### config.mk
export PLATFORM = sky130hd
export DESIGN_NAME = slot_bus_master
export DESIGN_NICKNAME = d
export VERILOG_FILES = /design/src/rtl/slot_bus_master.sv
export SDC_FILE = /design/constraint.sdc
export NUM_CORES = 1
export LEC_CHECK = 0
export CAP_MARGIN = 20
export CORE_ASPECT_RATIO = 1.5
export CORE_MARGIN = 1.5
export CORE_UTILIZATION = 46
export DETAILED_ROUTE_END_ITERATION = 7
export GPL_ROUTABILITY_DRIVEN = 0
export PLACE_DENSITY = 0.85
export SYNTH_ARGS = -nofsm -noshare
export SYNTH_HDL_FRONTEND = slang
export SYNTH_SLANG_ARGS = --single-unit
### constraint.sdc
create_clock -name clk -period 2.29 [get_ports clk]
set_input_delay 0.458 -clock clk [delete_from_list [all_inputs] [get_ports clk]]
set_output_delay 0.458 -clock clk [all_outputs]
set_load 0.05 [all_outputs]
### src/rtl/slot_bus_master.sv
// slot_bus_master: MSX slot-bus initiator turning single requests into Z80-timed memory cycles (optional wait support: SLOT_NWAIT_EN)
//   clk, slot_nreset            : system clock, async active-low reset
//   req_valid/ready/write/address/wdata : request handshake (accepted only in IDLE)
//   rsp_valid/rdata/error       : one-cycle completion pulse, read data, wait-timeout flag
//   slot_a, slot_d_out/oe/in    : address bus, data bus (tristated at top level via slot_d_oe)
//   slot_nmerq/nsltsl/nrd/nwr   : active-low bus strobes
//   slot_nwait                  : active-low wait request, honoured only when SLOT_NWAIT_EN is defined
module slot_bus_master #(
  parameter int CLK_DIV  = 6,
  parameter int MAX_WAIT = 255
) (
  input  logic        clk,
  input  logic        slot_nreset,
  input  logic        req_valid,
  output logic        req_ready,
  input  logic        req_write,
  input  logic [15:0] req_address,
  input  logic [7:0]  req_wdata,
  output logic        rsp_valid,
  output logic [7:0]  rsp_rdata,
  output logic        rsp_error,
  output logic [15:0] slot_a,
  output logic [7:0]  slot_d_out,
  output logic        slot_d_oe,
  input  logic [7:0]  slot_d_in,
  output logic        slot_nmerq,
  output logic        slot_nsltsl,
  output logic        slot_nrd,
  output logic        slot_nwr,
  input  logic        slot_nwait
);
  localparam int HALF = CLK_DIV / 2;
  localparam int CW   = $clog2(3 * CLK_DIV);
  localparam logic [2:0] IDLE = 3'd0, T1 = 3'd1, T2 = 3'd2, TW = 3'd3, T3 = 3'd4, END = 3'd5;
  // Registered outputs change on the edge that ends the cycle before each window opens.
  localparam logic [CW-1:0] C_LOW  = CW'(HALF - 1);
  localparam logic [CW-1:0] C_T1E  = CW'(CLK_DIV - 1);
  localparam logic [CW-1:0] C_WR   = CW'(CLK_DIV + HALF - 1);
  localparam logic [CW-1:0] C_T2E  = CW'(2 * CLK_DIV - 1);
  localparam logic [CW-1:0] C_REL  = CW'(2 * CLK_DIV + HALF - 1);
  localparam logic [CW-1:0] C_PRE  = CW'(3 * CLK_DIV - 2);
  localparam logic [CW-1:0] C_LAST = CW'(3 * CLK_DIV - 1);
  logic [2:0]    state;
  logic [CW-1:0] cyc;
  logic          wr;
  logic [7:0]    wdata;
  logic          tmo;
`ifdef SLOT_NWAIT_EN
  localparam int TWW = $clog2(CLK_DIV);
  localparam logic [TWW-1:0] TW_LAST = TWW'(CLK_DIV - 1);
  logic [7:0]     wcnt;
  logic [TWW-1:0] twc;
`else
  logic unused_nwait;
  assign unused_nwait = slot_nwait | (MAX_WAIT == 0) | (state == TW);
  assign tmo = 1'b0;
`endif
  always_ff @(posedge clk or negedge slot_nreset) begin
    if (!slot_nreset) begin
      state       <= IDLE;
      cyc         <= '0;
      wr          <= 1'b0;
      wdata       <= 8'h00;
      slot_a      <= 16'h0000;
      slot_d_out  <= 8'h00;
      slot_d_oe   <= 1'b0;
      slot_nmerq  <= 1'b1;
      slot_nsltsl <= 1'b1;
      slot_nrd    <= 1'b1;
      slot_nwr    <= 1'b1;
      req_ready   <= 1'b1;
      rsp_valid   <= 1'b0;
      rsp_rdata   <= 8'h00;
      rsp_error   <= 1'b0;
`ifdef SLOT_NWAIT_EN
      wcnt        <= 8'h00;
      twc         <= '0;
      tmo         <= 1'b0;
`endif
    end else begin
      rsp_valid <= 1'b0;
      if (state == IDLE) begin
        if (req_valid) begin
          state     <= T1;
          cyc       <= '0;
          slot_a    <= req_address;
          wr        <= req_write;
          wdata     <= req_wdata;
          req_ready <= 1'b0;
`ifdef SLOT_NWAIT_EN
          wcnt      <= 8'h00;
          tmo       <= 1'b0;
`endif
        end
      end else begin
        if (cyc == C_LOW) begin
          slot_nmerq  <= 1'b0;
          slot_nsltsl <= 1'b0;
          slot_nrd    <= wr;
          if (wr) begin
            slot_d_out <= wdata;
            slot_d_oe  <= 1'b1;
          end
        end
        if (wr && cyc == C_WR)
          slot_nwr <= 1'b0;
        if (cyc == C_REL) begin
          slot_nmerq  <= 1'b1;
          slot_nsltsl <= 1'b1;
          slot_nrd    <= 1'b1;
          slot_nwr    <= 1'b1;
          if (!wr || tmo)
            rsp_rdata <= tmo ? 8'hFF : slot_d_in;
        end
        if (cyc == C_LAST) begin
          slot_d_oe <= 1'b0;
          rsp_valid <= 1'b1;
          rsp_error <= tmo;
          req_ready <= 1'b1;
          state     <= IDLE;
        end else if (cyc == C_T2E) begin
`ifdef SLOT_NWAIT_EN
          // cyc stays frozen while TW states run; each TW lasts CLK_DIV clocks.
          if (state == TW && twc != TW_LAST) begin
            twc <= twc + 1'b1;
          end else if (!slot_nwait && wcnt != 8'(MAX_WAIT)) begin
            state <= TW;
            twc   <= '0;
            wcnt  <= wcnt + 1'b1;
          end else begin
            state <= T3;
            cyc   <= cyc + 1'b1;
            tmo   <= !slot_nwait;
          end
`else
          state <= T3;
          cyc   <= cyc + 1'b1;
`endif
        end else begin
          cyc <= cyc + 1'b1;
          if (cyc == C_T1E)
            state <= T2;
          if (cyc == C_PRE)
            state <= END;
        end
      end
    end
  end
endmodule

==> run_1/layer_met2.png <==
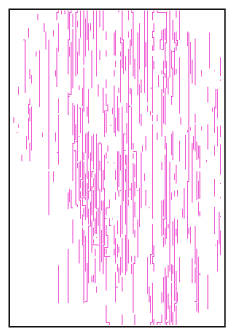
nets with wire on the layer	265
wire length on this layer	2750 um

==> run_1/flops_by_reg.png <==
Scale bar: 20 um.
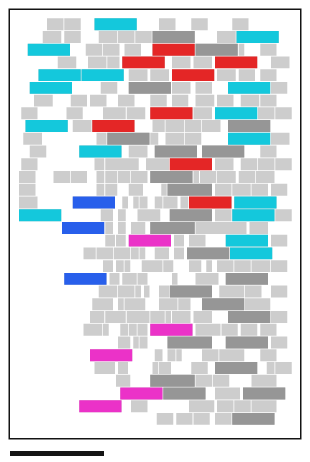
name in the netlist	colour	sequential cells
wdata	red	8
slot_a	cyan	16
cyc	magenta	5
state	blue	3

==> results_slide.txt, run 1 <==
Physical Implementation Snapshot

Setup path
  • Critical Path Max Stage Delay: 0.82 ns
  • Worst flop-to-flop path startpoint: state[2]$_DFFE_PN0P_
  • Crit path from: slot_nrd$_DFFE_PN1P_
  • CP max FO: 3
  • Startpoint Class: flip-flop
  • FF-to-FF path depth: 3
  • Setup CP Type: flip-flop to output pin
  • Crit-path leading delay family: buffers and inverters
  • CP required: 1.83 ns
  • Worst Path Buf+Inv: 1
  • Critical Path AT: 1.68 ns
  • Critical-path top delay cell: clkdlybuf4s50_1
  • Levels on crit path: 1
  • Reg2reg setup slack: 0.54 ns

CTS
  • Clk buf depth: 2
  • CTS tree: built
  • Total number of H-tree levels: 2
  • Post-CTS setup buffers: 0
  • # hold bufs at CTS: 0
  • Root Buffer: clkbuf_8

Pwr
  • Overall power: 4.99 mW
  • PwrDens: 1510 mW/mm^2
  • Max VDD drop: 0.785 mV
  • Clock power share: 13.2%
  • Flop+latch power: 1.71 mW
  • Switching power: 2.19 mW
  • Pwr top: combinational cells
  • Switch share: 43.9%
  • Comb pwr share: 52.5%
  • Leakage: 1.42 nW

Route
  • Met2 wire length: 2.75 mm
  • Total number of vias: 1654
  • Routed Antenna Nets: 0
  • Initial DRC count: 65
  • Post-route DRC: 0
  • Vias per std cell: 5.15
  • Wire length per cell: 15.7 um

Logic synthesis
  • Synth area leader: dfrtp_1
  • XORs/XNORs by Area: 0.730%
  • Adder share: 2.09%
  • Net count after synthesis: 218
  • Most frequent cell after synthesis: dfrtp_1
  • Main synth FF type: dfrtp_1
  • Post-Synth Simple-Gate Area: 7.25%
  • Multiplexer share: 20.5%
  • Ys async rst share: 100%
  • Distinct lib cells used: 43
  • Syn avg cell area: 13.6 sq um
  • Synth Register Bits: 55
  • Top post-synthesis cells by count: dfrtp_1 (51), mux2_2 (33), inv_1 (10)
  • Yosys cell count: 177
  • Top cell area share: 53.2%
  • Number of enable flip-flop cells: 0
  • Main logic family: multiplexers
  • YS chip area: 0.00240 sq mm
  • Post-synthesis cell count: 177
  • Post-synthesis sequential area ratio: 57.6%

Global route
  • Vias in the first global route: 1776
  • First-pass GRT wire length: 8.09 mm
  • Initial antenna violation count: 0
  • Largest net degree at the start of global routing: 28

Finish
  • Logic area: 912 sq um
  • ClkCell Share: 3.47%
  • Non-clk bufs: 79
  • Sequential fraction of total cell area: 41.6%
  • Nonclk inv count: 10
  • Top Layout Cells: clkdlybuf4s50_1 (73), dfrtp_1 (51), mux2_2 (33)
  • Layout area overhead: 38.3%
  • Final instance area: 0.00332 sq mm
  • Comb/total area: 27.5%
  • NumNets Final: 293
  • Fill count: 401
  • Buffer share of cell area: 23.7%
  • Diode count: 0
  • Biggest register: slot_a
  • Flops: 55

Final timing
  • Final worst setup slack: 0.155 ns
  • FMAX: 468 MHz
  • Minimum clock period: 2.14 ns
  • Fin crit share: 93.2%
  • RSZ-0062 raised after global routing: no
  • Slew Limit Fails: 0
  • Final hold vios: 0
  • WHS: 0.130 ns
  • Worst-Margin Slew: 0.575 ns

Die
  • Core Util at FP: 47.2%
  • Core area: 0.00508 sq mm
  • Die X: 62.0 um
  • Die Area: 0.00567 sq mm
  • Tap cell count: 68

Flow run
  • Max-Cap Viols: 0
  • Tool Warnings: 30

Placed design
  • Placed Instances: 313
  • Port bufs: 74
  • Hpwl dp: 3.66 mm

Hold path
  • Hold Crit Class: primary input to asynchronous set/reset pin

Run status
  • Status: finished, final reports clean
==> run_1/congestion.png <==
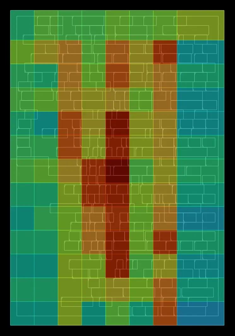
grt peak-use layer: met2
GRT Total Usage: 19.0%
met2 usage: 32.8%
M3 GR Usage: 4.42%
GR Util met1: 21.3%

==> run_1/layer_met1.png <==
Cells faint in the background.
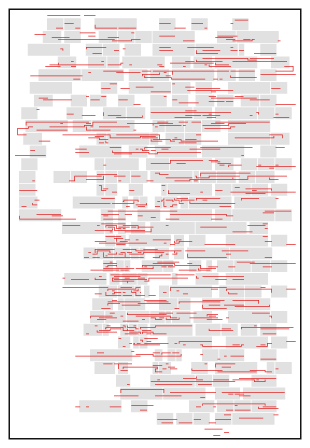
nets with wire on the layer	251
share of all routed wire	37%
wire length on this layer	1880 um
longest straight run	17.9 um
main direction	horizontal

==> run 1 -> run 2 <==
--- a/config.mk
+++ b/config.mk
@@ -5,7 +5,6 @@
 export SDC_FILE = /design/constraint.sdc
 export NUM_CORES = 1
 export LEC_CHECK = 0
-export CAP_MARGIN = 20
 export CORE_ASPECT_RATIO = 1.5
 export CORE_MARGIN = 1.5
 export CORE_UTILIZATION = 46
==> run_2/layer_met2.png <==
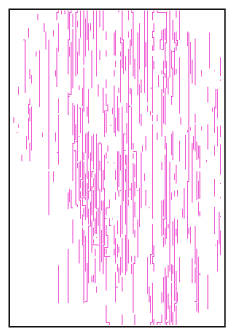
share of all routed wire	55%
nets with wire on the layer	265
wire length on this layer	2750 um
main direction	vertical

==> run_2/congestion.png <==
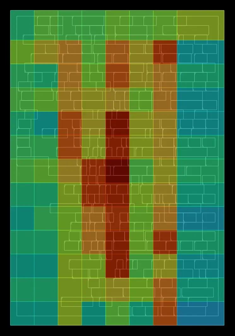
wire length per cell: 15.7 um
Layout Utilization: 65.2%

==> run 2 against run 1 <==
Net effect:
- non-clock buffer count is the same
- sequential share of layout area is the same
- clock power is essentially flat
- critical path type unchanged
- worst hold slack stayed put
- synthesized cell count is the same
==> results_slide.txt, run 2 <==
Physical Implementation Snapshot

Final timing
  • Final hold vios: 0
  • Minimum clock period: 2.14 ns
  • RSZ-0062 raised after global routing: no
  • FMAX: 468 MHz
  • Slew Limit Fails: 0
  • WHS: 0.130 ns
  • Fin crit share: 93.2%

Setup path
  • Crit-path leading delay family: buffers and inverters
  • Critical Path Max Stage Delay: 0.82 ns
  • Critical Path AT: 1.68 ns
  • Critical-path top delay cell: clkdlybuf4s50_1
  • CP max FO: 3
  • Startpoint Class: flip-flop
  • FF-to-FF path depth: 3
  • Reg2reg setup slack: 0.54 ns
  • Setup CP Type: flip-flop to output pin
  • Levels on crit path: 1
  • CP required: 1.83 ns
  • Worst flop-to-flop path startpoint: state[2]$_DFFE_PN0P_
  • Crit path from: slot_nrd$_DFFE_PN1P_

Global route
  • GR Util met1: 21.3%
  • GRT Total Usage: 19.0%
  • Grt peak-use layer: met2
  • Met2 usage: 32.8%
  • First-pass GRT wire length: 8.09 mm
  • Vias in the first global route: 1776
  • M3 GR Usage: 4.42%

Die
  • Die X: 62.0 um
  • Die Area: 0.00567 sq mm
  • Tap cell count: 68
  • Core area: 0.00508 sq mm
  • Core Util at FP: 47.2%

CTS
  • CTS tree: built
  • Clk Latency, worst-skew pair: 0.31 ns
  • Clk buf depth: 2
  • Total number of H-tree levels: 2
  • # hold bufs at CTS: 0
  • Post-CTS setup buffers: 0
  • Root Buffer: clkbuf_8

Logic synthesis
  • Synth Register Bits: 55
  • Post-Synth Simple-Gate Area: 7.25%
  • Area contributors post-synth: dfrtp_1 (53%), mux2_2 (15%), mux2_4 (5.0%)
  • Most frequent cell after synthesis: dfrtp_1
  • Main synth FF type: dfrtp_1
  • XORs/XNORs by Area: 0.730%
  • YS chip area: 0.00240 sq mm
  • Multiplexer share: 20.5%
  • Post-synthesis sequential area ratio: 57.6%
  • Syn avg cell area: 13.6 sq um
  • Post-synthesis cell count: 177
  • Distinct lib cells used: 43
  • Yosys cell count: 177
  • Main logic family: multiplexers
  • Ys async rst share: 100%

Route
  • Routed Antenna Nets: 0
  • Vias per std cell: 5.15
  • Met2 wire length: 2.75 mm
  • Total number of vias: 1654
  • Post-route DRC: 0
  • Initial DRC count: 65

Finish
  • Comb/total area: 27.5%
  • Top Layout Cells: clkdlybuf4s50_1 (73), dfrtp_1 (51), mux2_2 (33)
  • Final instance area: 0.00332 sq mm
  • Nonclk inv count: 10
  • NumNets Final: 293
  • Non-clk bufs: 79
  • Buffer share of cell area: 23.7%
  • Flops: 55
  • Fill count: 401
  • Layout area overhead: 38.3%
  • Diode count: 0
  • ClkCell Share: 3.47%
  • Biggest register: slot_a
  • Logic area: 912 sq um
  • Sequential fraction of total cell area: 41.6%

Pwr
  • Flop+latch power: 1.71 mW
  • Comb pwr share: 52.5%
  • Max VDD drop: 0.785 mV
  • Leakage: 1.42 nW
  • Clock power share: 13.2%
  • Switching power: 2.19 mW
  • PwrDens: 1510 mW/mm^2
  • Pwr top: combinational cells
  • Switch share: 43.9%

Placed design
  • Placed Instances: 313
  • Hpwl dp: 3.66 mm

Run status
  • Status: finished, final reports clean

Flow run
  • Max-Cap Viols: 0
  • Tool Warnings: 30
==> run 2 -> run 3 <==
--- a/config.mk
+++ b/config.mk
@@ -5,6 +5,7 @@
 export SDC_FILE = /design/constraint.sdc
 export NUM_CORES = 1
 export LEC_CHECK = 0
+export CAP_MARGIN = 25
 export CORE_ASPECT_RATIO = 1.5
 export CORE_MARGIN = 1.5
 export CORE_UTILIZATION = 46
==> constraint.sdc (replaced) <==
create_clock -name clk -period 2.29 [get_ports clk]
set_input_delay 0.229 -clock clk [delete_from_list [all_inputs] [get_ports clk]]
set_output_delay 0.229 -clock clk [all_outputs]
set_load 0.05 [all_outputs]
==> run_3/layer_met1.png <==
Cells faint in the background.
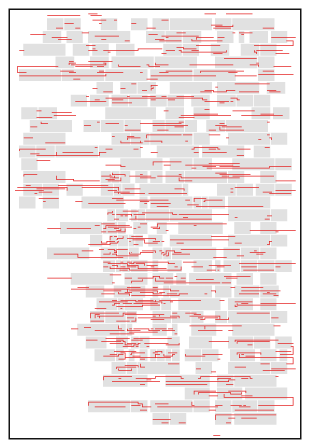
wire length on this layer	1940 um
longest straight run	21.2 um
main direction	horizontal
nets with wire on the layer	257

==> run_3/congestion.png <==
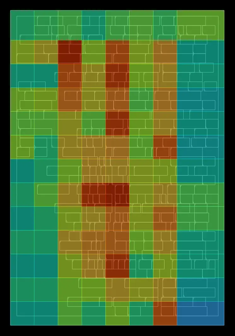
met2 usage: 30.7%
GR Util met1: 21.2%

==> run 3 against run 2 <==
Net effect:
- die area is the same
- clock skew grew 0.0031 ns
- sequential share of layout area shrank 0.063 points
- cell area grew 0.15%
- via count shrank 0.24%
- clock-buffer cell count is the same
- first-iteration DRC count shrank 32%
- cell count grew 0.62%
==> results_slide.txt, run 3 <==
Physical Implementation Snapshot

Finish
  • Sequential fraction of total cell area: 41.6%
  • Comb/total area: 27.5%
  • Nonclk inv count: 10
  • Non-clk bufs: 81
  • Layout Utilization: 65.3%
  • Fill count: 396
  • Flops: 55
  • Logic area: 912 sq um
  • ClkCell Share: 3.47%
  • Biggest register: slot_a

Placed design
  • Placed Instances: 314
  • Hpwl dp: 3.61 mm
  • Port bufs: 74

Final timing
  • Fin crit share: 83.4%
  • FMAX: 523 MHz
  • Minimum clock period: 1.91 ns
  • Final hold vios: 0
  • Worst-Margin Slew: 0.633 ns
  • Slew Limit Fails: 0

Logic synthesis
  • Synth area leader: dfrtp_1
  • Synth Register Bits: 55
  • Number of enable flip-flop cells: 0
  • YS chip area: 0.00240 sq mm
  • Adder share: 2.09%
  • Ys async rst share: 100%
  • Post-synthesis sequential area ratio: 57.6%
  • Net count after synthesis: 218
  • Multiplexer share: 20.5%

Setup path
  • Reg2reg setup slack: 0.56 ns
  • Startpoint Class: flip-flop
  • Crit path from: slot_nrd$_DFFE_PN1P_
  • Worst flop-to-flop path startpoint: state[2]$_DFFE_PN0P_
  • Setup CP Type: flip-flop to output pin
  • Critical Path AT: 1.68 ns
  • CP max FO: 3
  • Critical Path Max Stage Delay: 0.82 ns
  • CP required: 2.06 ns
  • Worst Path Buf+Inv: 1
  • FF-to-FF path depth: 3

Pwr
  • PwrDens: 1500 mW/mm^2
  • Overall power: 4.97 mW
  • Flop+latch power: 1.71 mW
  • Comb pwr share: 52.6%
  • Clock power share: 13.1%
  • Switching power: 2.17 mW
  • Switch share: 43.7%

Flow run
  • Tool Warnings: 30

Global route
  • Largest net degree at the start of global routing: 30
  • Grt peak-use layer: met2
  • Vias in the first global route: 1667

Route
  • Met2 wire length: 2.59 mm
  • Vias per std cell: 5.11
  • Initial DRC count: 44

CTS
  • Post-CTS setup buffers: 0
  • Clk buf depth: 2
  • CTS tree: built
  • Total number of H-tree levels: 2
  • Clk Latency, worst-skew pair: 0.31 ns

Die
  • Core area: 0.00508 sq mm
  • Die X: 62.0 um
  • Die Area: 0.00567 sq mm
  • Tap cell count: 68
  • Core Util at FP: 47.2%

Hold path
  • Hold Crit Class: primary input to asynchronous set/reset pin

Run status
  • Status: finished, final reports clean
Power and IR drop assume default switching activity.
